### src/rtl/apb_top.sv
// rtl/apb_top.sv - APB requester plus zero-wait-state byte-strobed register completer
//
// A local command port issues single-cycle `transfer` requests. The requester
// turns each request into an APB SETUP/ACCESS transaction on an internal bus,
// and that bus is exposed on output ports so it can be observed. An internal
// completer backs the bus with DEPTH 32-bit words of byte-strobed memory.
//
// Parameters
//   DEPTH     number of 32-bit words in the completer memory
// Command side
//   PCLK      clock, rising edge
//   PRESETn   asynchronous active-low reset
//   transfer  request strobe, sampled in IDLE or on an ACCESS completion edge
//   write_en  1 = write, 0 = read
//   waddr     byte address for reads and writes
//   wdata     write data
//   strb      write byte strobes, bit n enables lane [8n+7:8n]
//   prot      protection attributes, driven to PPROT
//   pnse      non-secure extension attribute, driven to PNSE
//   error     registered PSLVERR of the last completed transfer
//   rdata     registered read data of the last completed read
// Observed APB bus
//   PSELx PENABLE PADDR PWRITE PWDATA PSTRB PPROT PNSE   requester outputs
//   PRDATA PREADY PSLVERR                                completer outputs

module apb_top #(
   parameter int DEPTH = 16
) (
   input  logic        PCLK,
   input  logic        PRESETn,
   input  logic        transfer,
   input  logic        write_en,
   input  logic [31:0] waddr,
   input  logic [31:0] wdata,
   input  logic [3:0]  strb,
   input  logic [2:0]  prot,
   input  logic        pnse,
   output logic        error,
   output logic [31:0] rdata,
   output logic        PSELx,
   output logic        PENABLE,
   output logic [31:0] PADDR,
   output logic        PWRITE,
   output logic [31:0] PWDATA,
   output logic [3:0]  PSTRB,
   output logic [31:0] PRDATA,
   output logic        PREADY,
   output logic        PSLVERR,
   output logic [2:0]  PPROT,
   output logic        PNSE
);

   localparam int          IDX_W      = (DEPTH > 1) ? $clog2(DEPTH) : 1;
   localparam logic [31:0] ADDR_LIMIT = 32'(DEPTH * 4);

   typedef enum logic [1:0] {
      ST_IDLE,
      ST_SETUP,
      ST_ACCESS
   } state_t;

   state_t           state;
   state_t           state_next;
   logic             start;
   logic             complete;
   logic             addr_ok;
   logic [IDX_W-1:0] word_idx;
   logic [31:0]      mem [DEPTH];

   // ---------------- requester FSM ----------------
   always_ff @(posedge PCLK or negedge PRESETn) begin
      if (!PRESETn) begin
         state <= ST_IDLE;
      end else begin
         state <= state_next;
      end
   end

   // start marks every edge that enters SETUP, so request capture and the
   // FSM cannot disagree about which `transfer` samples are honoured.
   always_comb begin
      state_next = state;
      PSELx      = 1'b0;
      PENABLE    = 1'b0;
      start      = 1'b0;
      complete   = 1'b0;
      case (state)
         ST_IDLE: begin
            if (transfer) begin
               state_next = ST_SETUP;
               start      = 1'b1;
            end
         end
         ST_SETUP: begin
            PSELx      = 1'b1;
            state_next = ST_ACCESS;
         end
         ST_ACCESS: begin
            PSELx   = 1'b1;
            PENABLE = 1'b1;
            if (PREADY) begin
               complete = 1'b1;
               if (transfer) begin
                  state_next = ST_SETUP;
                  start      = 1'b1;
               end else begin
                  state_next = ST_IDLE;
               end
            end
         end
         default: begin
            state_next = ST_IDLE;
         end
      endcase
   end

   // Request capture: held stable from SETUP through ACCESS.
   always_ff @(posedge PCLK or negedge PRESETn) begin
      if (!PRESETn) begin
         PADDR  <= '0;
         PWRITE <= 1'b0;
         PWDATA <= '0;
         PSTRB  <= '0;
         PPROT  <= '0;
         PNSE   <= 1'b0;
      end else if (start) begin
         PADDR  <= waddr;
         PWRITE <= write_en;
         PWDATA <= wdata;
         PSTRB  <= write_en ? strb : 4'b0000;
         PPROT  <= prot;
         PNSE   <= pnse;
      end
   end

   // ---------------- completer ----------------
   assign PREADY   = 1'b1;
   assign addr_ok  = (PADDR < ADDR_LIMIT) && (PADDR[1:0] == 2'b00);
   // Only meaningful when addr_ok; the range check guarantees the dropped
   // upper address bits are zero, so an invalid address never aliases a word.
   assign word_idx = PADDR[IDX_W+1:2];
   assign PSLVERR  = PSELx & PENABLE & ~addr_ok;

   always_comb begin
      PRDATA = '0;
      if (PSELx && !PWRITE && addr_ok) begin
         PRDATA = mem[word_idx];
      end
   end

   always_ff @(posedge PCLK or negedge PRESETn) begin
      if (!PRESETn) begin
         for (int i = 0; i < DEPTH; i++) begin
            mem[i] <= '0;
         end
      end else if (complete && PWRITE && !PSLVERR) begin
         for (int b = 0; b < 4; b++) begin
            if (PSTRB[b]) begin
               mem[word_idx][8*b +: 8] <= PWDATA[8*b +: 8];
            end
         end
      end
   end

   // ---------------- completion results ----------------
   always_ff @(posedge PCLK or negedge PRESETn) begin
      if (!PRESETn) begin
         error <= 1'b0;
         rdata <= '0;
      end else if (complete) begin
         error <= PSLVERR;
         if (!PWRITE) begin
            rdata <= PRDATA;
         end
      end
   end

endmodule

### config.mk
export PLATFORM = sky130hd
export DESIGN_NAME = apb_top
export DESIGN_NICKNAME = d
export VERILOG_FILES = /design/src/rtl/apb_top.sv
export SDC_FILE = /design/constraint.sdc
export NUM_CORES = 1
export LEC_CHECK = 0
export ABC_AREA = 0
export CORE_ASPECT_RATIO = 0.6
export CORE_MARGIN = 5
export CORE_UTILIZATION = 40
export DETAILED_ROUTE_END_ITERATION = 16
export PLACE_DENSITY_LB_ADDON = 0.1
export SLEW_MARGIN = 10
export SYNTH_ARGS = -nofsm -noshare
export SYNTH_HDL_FRONTEND = slang
export SYNTH_SLANG_ARGS = --single-unit
### constraint.sdc
create_clock -name PCLK -period 3.6 [get_ports PCLK]
set_input_delay 0.36 -clock PCLK [delete_from_list [all_inputs] [get_ports PCLK]]
set_output_delay 0.36 -clock PCLK [all_outputs]
set_load 0.02 [all_outputs]
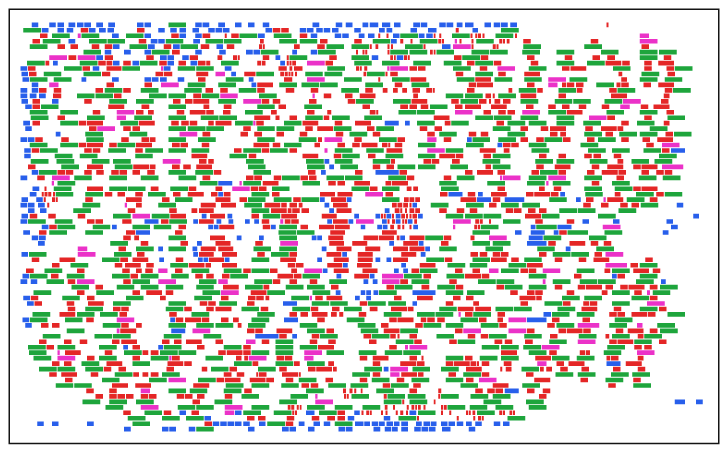
**Above:** placement by cell class.
clock drivers and dummy loads -> magenta  # cells 107, share of their area 6.0%
sequential cells -> green  # cells 620, share of their area 47%
combinational and other logic -> red  # cells 1039, share of their area 37%
remaining buffers and delay cells -> blue  # cells 337, share of their area 10%
post-layout util: 49.13%
FP Rows: 75

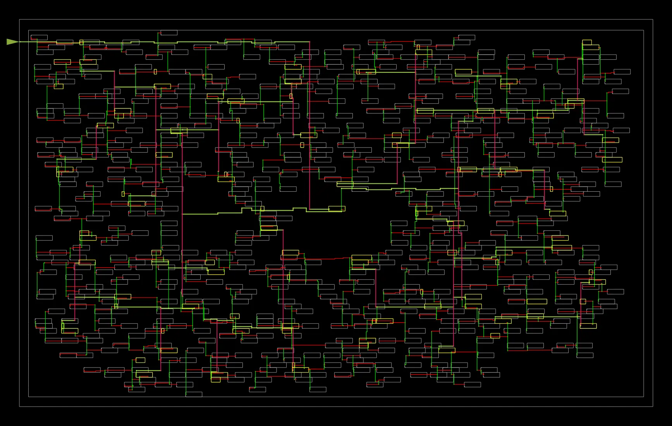
**Above:** the clock network.
Flops: 620
CTS Sinks: 620

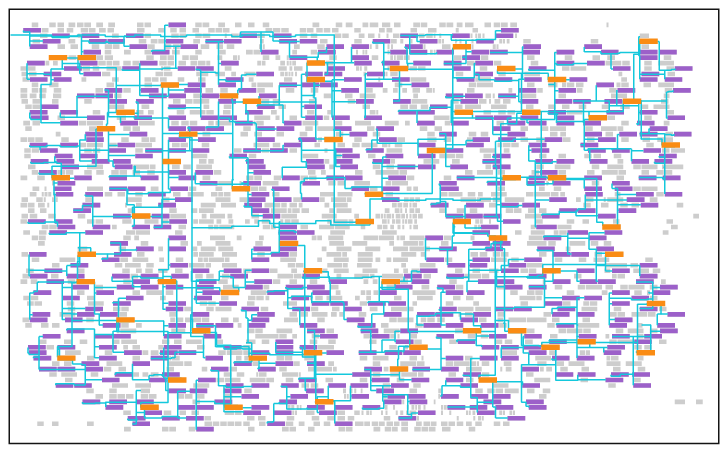
**Above:** clock network drawn from the DEF.
clock drivers -> orange  # count 60
clock wires -> cyan  # length 8410 um
flip-flops -> purple  # count 620
flops lie = all over the die
routed clock nets = 61
Clock power frac: 31.1%
clk pwr: 6470 uW
Late-Pin Clk Latency: 0.63 ns
Clock Skew: 0.02084 ns

==> results.json <==
{
  "outcome": "completed",
  "crit_required_ns": 3.24,
  "start_kind": "flip-flop",
  "portBuffers": 216,
  "path_cells": "buf_12 > bufbuf_16 > mux4_2 > a22o_1 > nor2_4 > nor2_1 > clkdlybuf4s50_1",
  "worstPathArrival_ns": 3.10,
  "sh_seq_area_pct": 45.25,
  "die_w_um": 352.4,
  "power.net_switching_uw": 7176,
  "place_inst": 2910,
  "mi_logic_area_sq_um": 12220,
  "avgSynthCellArea_sq_um": 15.74,
  "ir_drop_v": 0.0004371,
  "yosys_warnings": 0,
  "n_clock_buffer": 95,
  "crit_path_max_incr_delay_ns": 0.55,
  "crit-reg2reg-capture": "mem[94]$_DFFE_PN0P_",
  "drc": 0,
  "comb_area_share_pct": 35.62,
  "ys.flop_type": "dfrtp_1",
  "ff2ff_path_depth": 6,
  "timing.final.crit_share_pct": 96.00,
  "area_leaders": "dfrtp_1 (55%), mux2_2 (23%), mux4_2 (10%), nor4_4 (3.6%), a22o_1 (2.0%)",
  "met2_length_um": 31610,
  "slew_violations": 0,
  "synth_area_leader_cell": "dfrtp_1",
  "grt.met1_usage_pct": 33.26,
  "postCtsSetupBuffers": 6,
  "edf_count": 0,
  "logic_gates": 1036,
  "maxSlewHeadroom_pct": 41.21,
  "switching_share_pct": 34.54,
  "cts_root_buf": "clkbuf_16",
  "grt_pass1_vias": 18020,
  "crit_family": "buffers and inverters",
  "wl_met3_um": 3100,
  "die_area_sq_um": 75940,
  "max_cap_viol_count": 0,
  "simple_gate_area_share_pct": 6.353,
  "synth_seq_share_pct": 55.13,
  "die_h_um": 215.5,
  "clock_area_share_pct": 5.796,
  "fin_area_sq_um": 34300,
  "max_freq_mhz": 289.4,
  "layout_top_cell": "dfrtp_1",
  "crit_fanout": 15,
  "drive_gt1_share_pct": 48.07,
  "worstHoldEndpoint": "PSTRB[0]$_DFFE_PN0P_",
  "yosys.cell_count.top_type": "dfrtp_1",
  "mux_share_pct": 33.49,
  "first_iter_violations": 1023,
  "syn_inst": 1788,
  "grt.total_usage_pct": 20.31,
  "warning_count": 29,
  "topCombFamilyByArea": "multiplexers",
  "min_from": "strb[0]",
  "finalPower_uw": 20780,
  "numCtsBuffers": 60,
  "synth-async-reset-ratio_pct": 100.0,
  "antenna_found_initial": 1,
  "firstDrtPassIters": 5,
  "design.core.area_sq_um": 69820,
  "combPwrFrac_pct": 26.4,
  "fin_nets": 2138,
  "xor_share_pct": 0,
  "grt_pass1_wl_um": 118400,
  "synth_cell_type_count": 29,
  "endpoint": "PRDATA[1]",
  "whs_path_depth": 3,
  "holdWs_ns": 0.3100,
  "p_seq_share_pct": 42.4,
  "synth_flop_count": 620,
  "fp_util_pct": 40.31,
  "syn_area_sq_um": 28140,
  "cp.depth": 7,
  "min_path_type": "input pin to flip-flop",
  "inverters": 3,
  "largestClassByArea": "registers",
  "synthAoiAreaFrac_pct": 2.734,
  "synthesis.nets": 1868,
  "cp_slowest_cell": "clkdlybuf4s50_1",
  "postCtsHoldBufs": 1,
  "dpl_cell_area_sq_um": 32010,
  "tightest_slew_ns": 0.8819,
  "cp_num_buf_inv": 3,
  "p_per_area_nw_per_um2": 605.7,
  "dpl.hpwl_um": 51170,
  "fin_setup_tns_ns": 0,
  "buffer_area_share_pct": 9.914,
  "num_vias": 16650,
  "r2r-start": "PADDR[3]$_DFFE_PN0P_",
  "layout_top_cells": "dfrtp_1 (618), mux2_2 (581), clkdlybuf4s50_1 (188)",
  "cts_buffer_depth": 3,
  "grt-busiest-layer": "met1",
  "regMostFlops": "mem",
  "synth_top_area_share_pct": 55.13,
  "p_seq_uw": 8820,
  "fill_cells": 6022,
  "critPathCaptureType": "primary output",
  "ys_sh_adder_pct": 0.1778,
  "met2_usage_pct": 28.44,
  "yosys-top-cells-count": "dfrtp_1 (620), mux2_2 (581), mux4_2 (128)",
  "wl_per_cell_um": 25.24,
  "hold_viol_final": 0,
  "dp_slack_ns": 0.3647,
  "antenna_cells": 2,
  "power_leakage_uw": 0.01645,
  "grt_max_degree": 93,
  "via_per_inst": 5.495,
  "p_comb_uw": 5490,
  "cts_tree": "yes",
  "startpoint": "PADDR[2]$_DFFE_PN0P_",
  "seq_area_sq_um": 15520,
  "pin_count": 218,
  "clk_pin_slew_ns": 0.06,
  "overflow": 0,
  "ys_area_sq_um": 28140,
  "gp_congestion": 0.7531,
  "met1Wirelength_um": 40540,
  "final_cells": 3029,
  "largestPowerGroup": "registers",
  "power.internal_uw": 13600,
  "r2r_setup_slack_ns": 0.70,
  "largest_reg_flops": 512,
  "cts_resized": 51,
  "n_all_buffers": 337,
  "top_layer_used": "met4",
  "tap_cells": 924,
  "period_minus_slack_ns": 3.456,
  "setup_ws_ns": 0.1440,
  "gr-usage-met3_pct": 3.055,
  "rsz0062_at_grt": "false",
  "worst-setup-path-type": "flip-flop to primary output",
  "drt-total-wl_um": 76450,
  "ant_nets": 0,
  "syn2layout_area_growth_pct": 21.89,
  "setup_viol_count_final": 0,
  "synth_stat.cells": 1788,
  "htreeDepth": 2
}
Power and IR drop assume default switching activity.
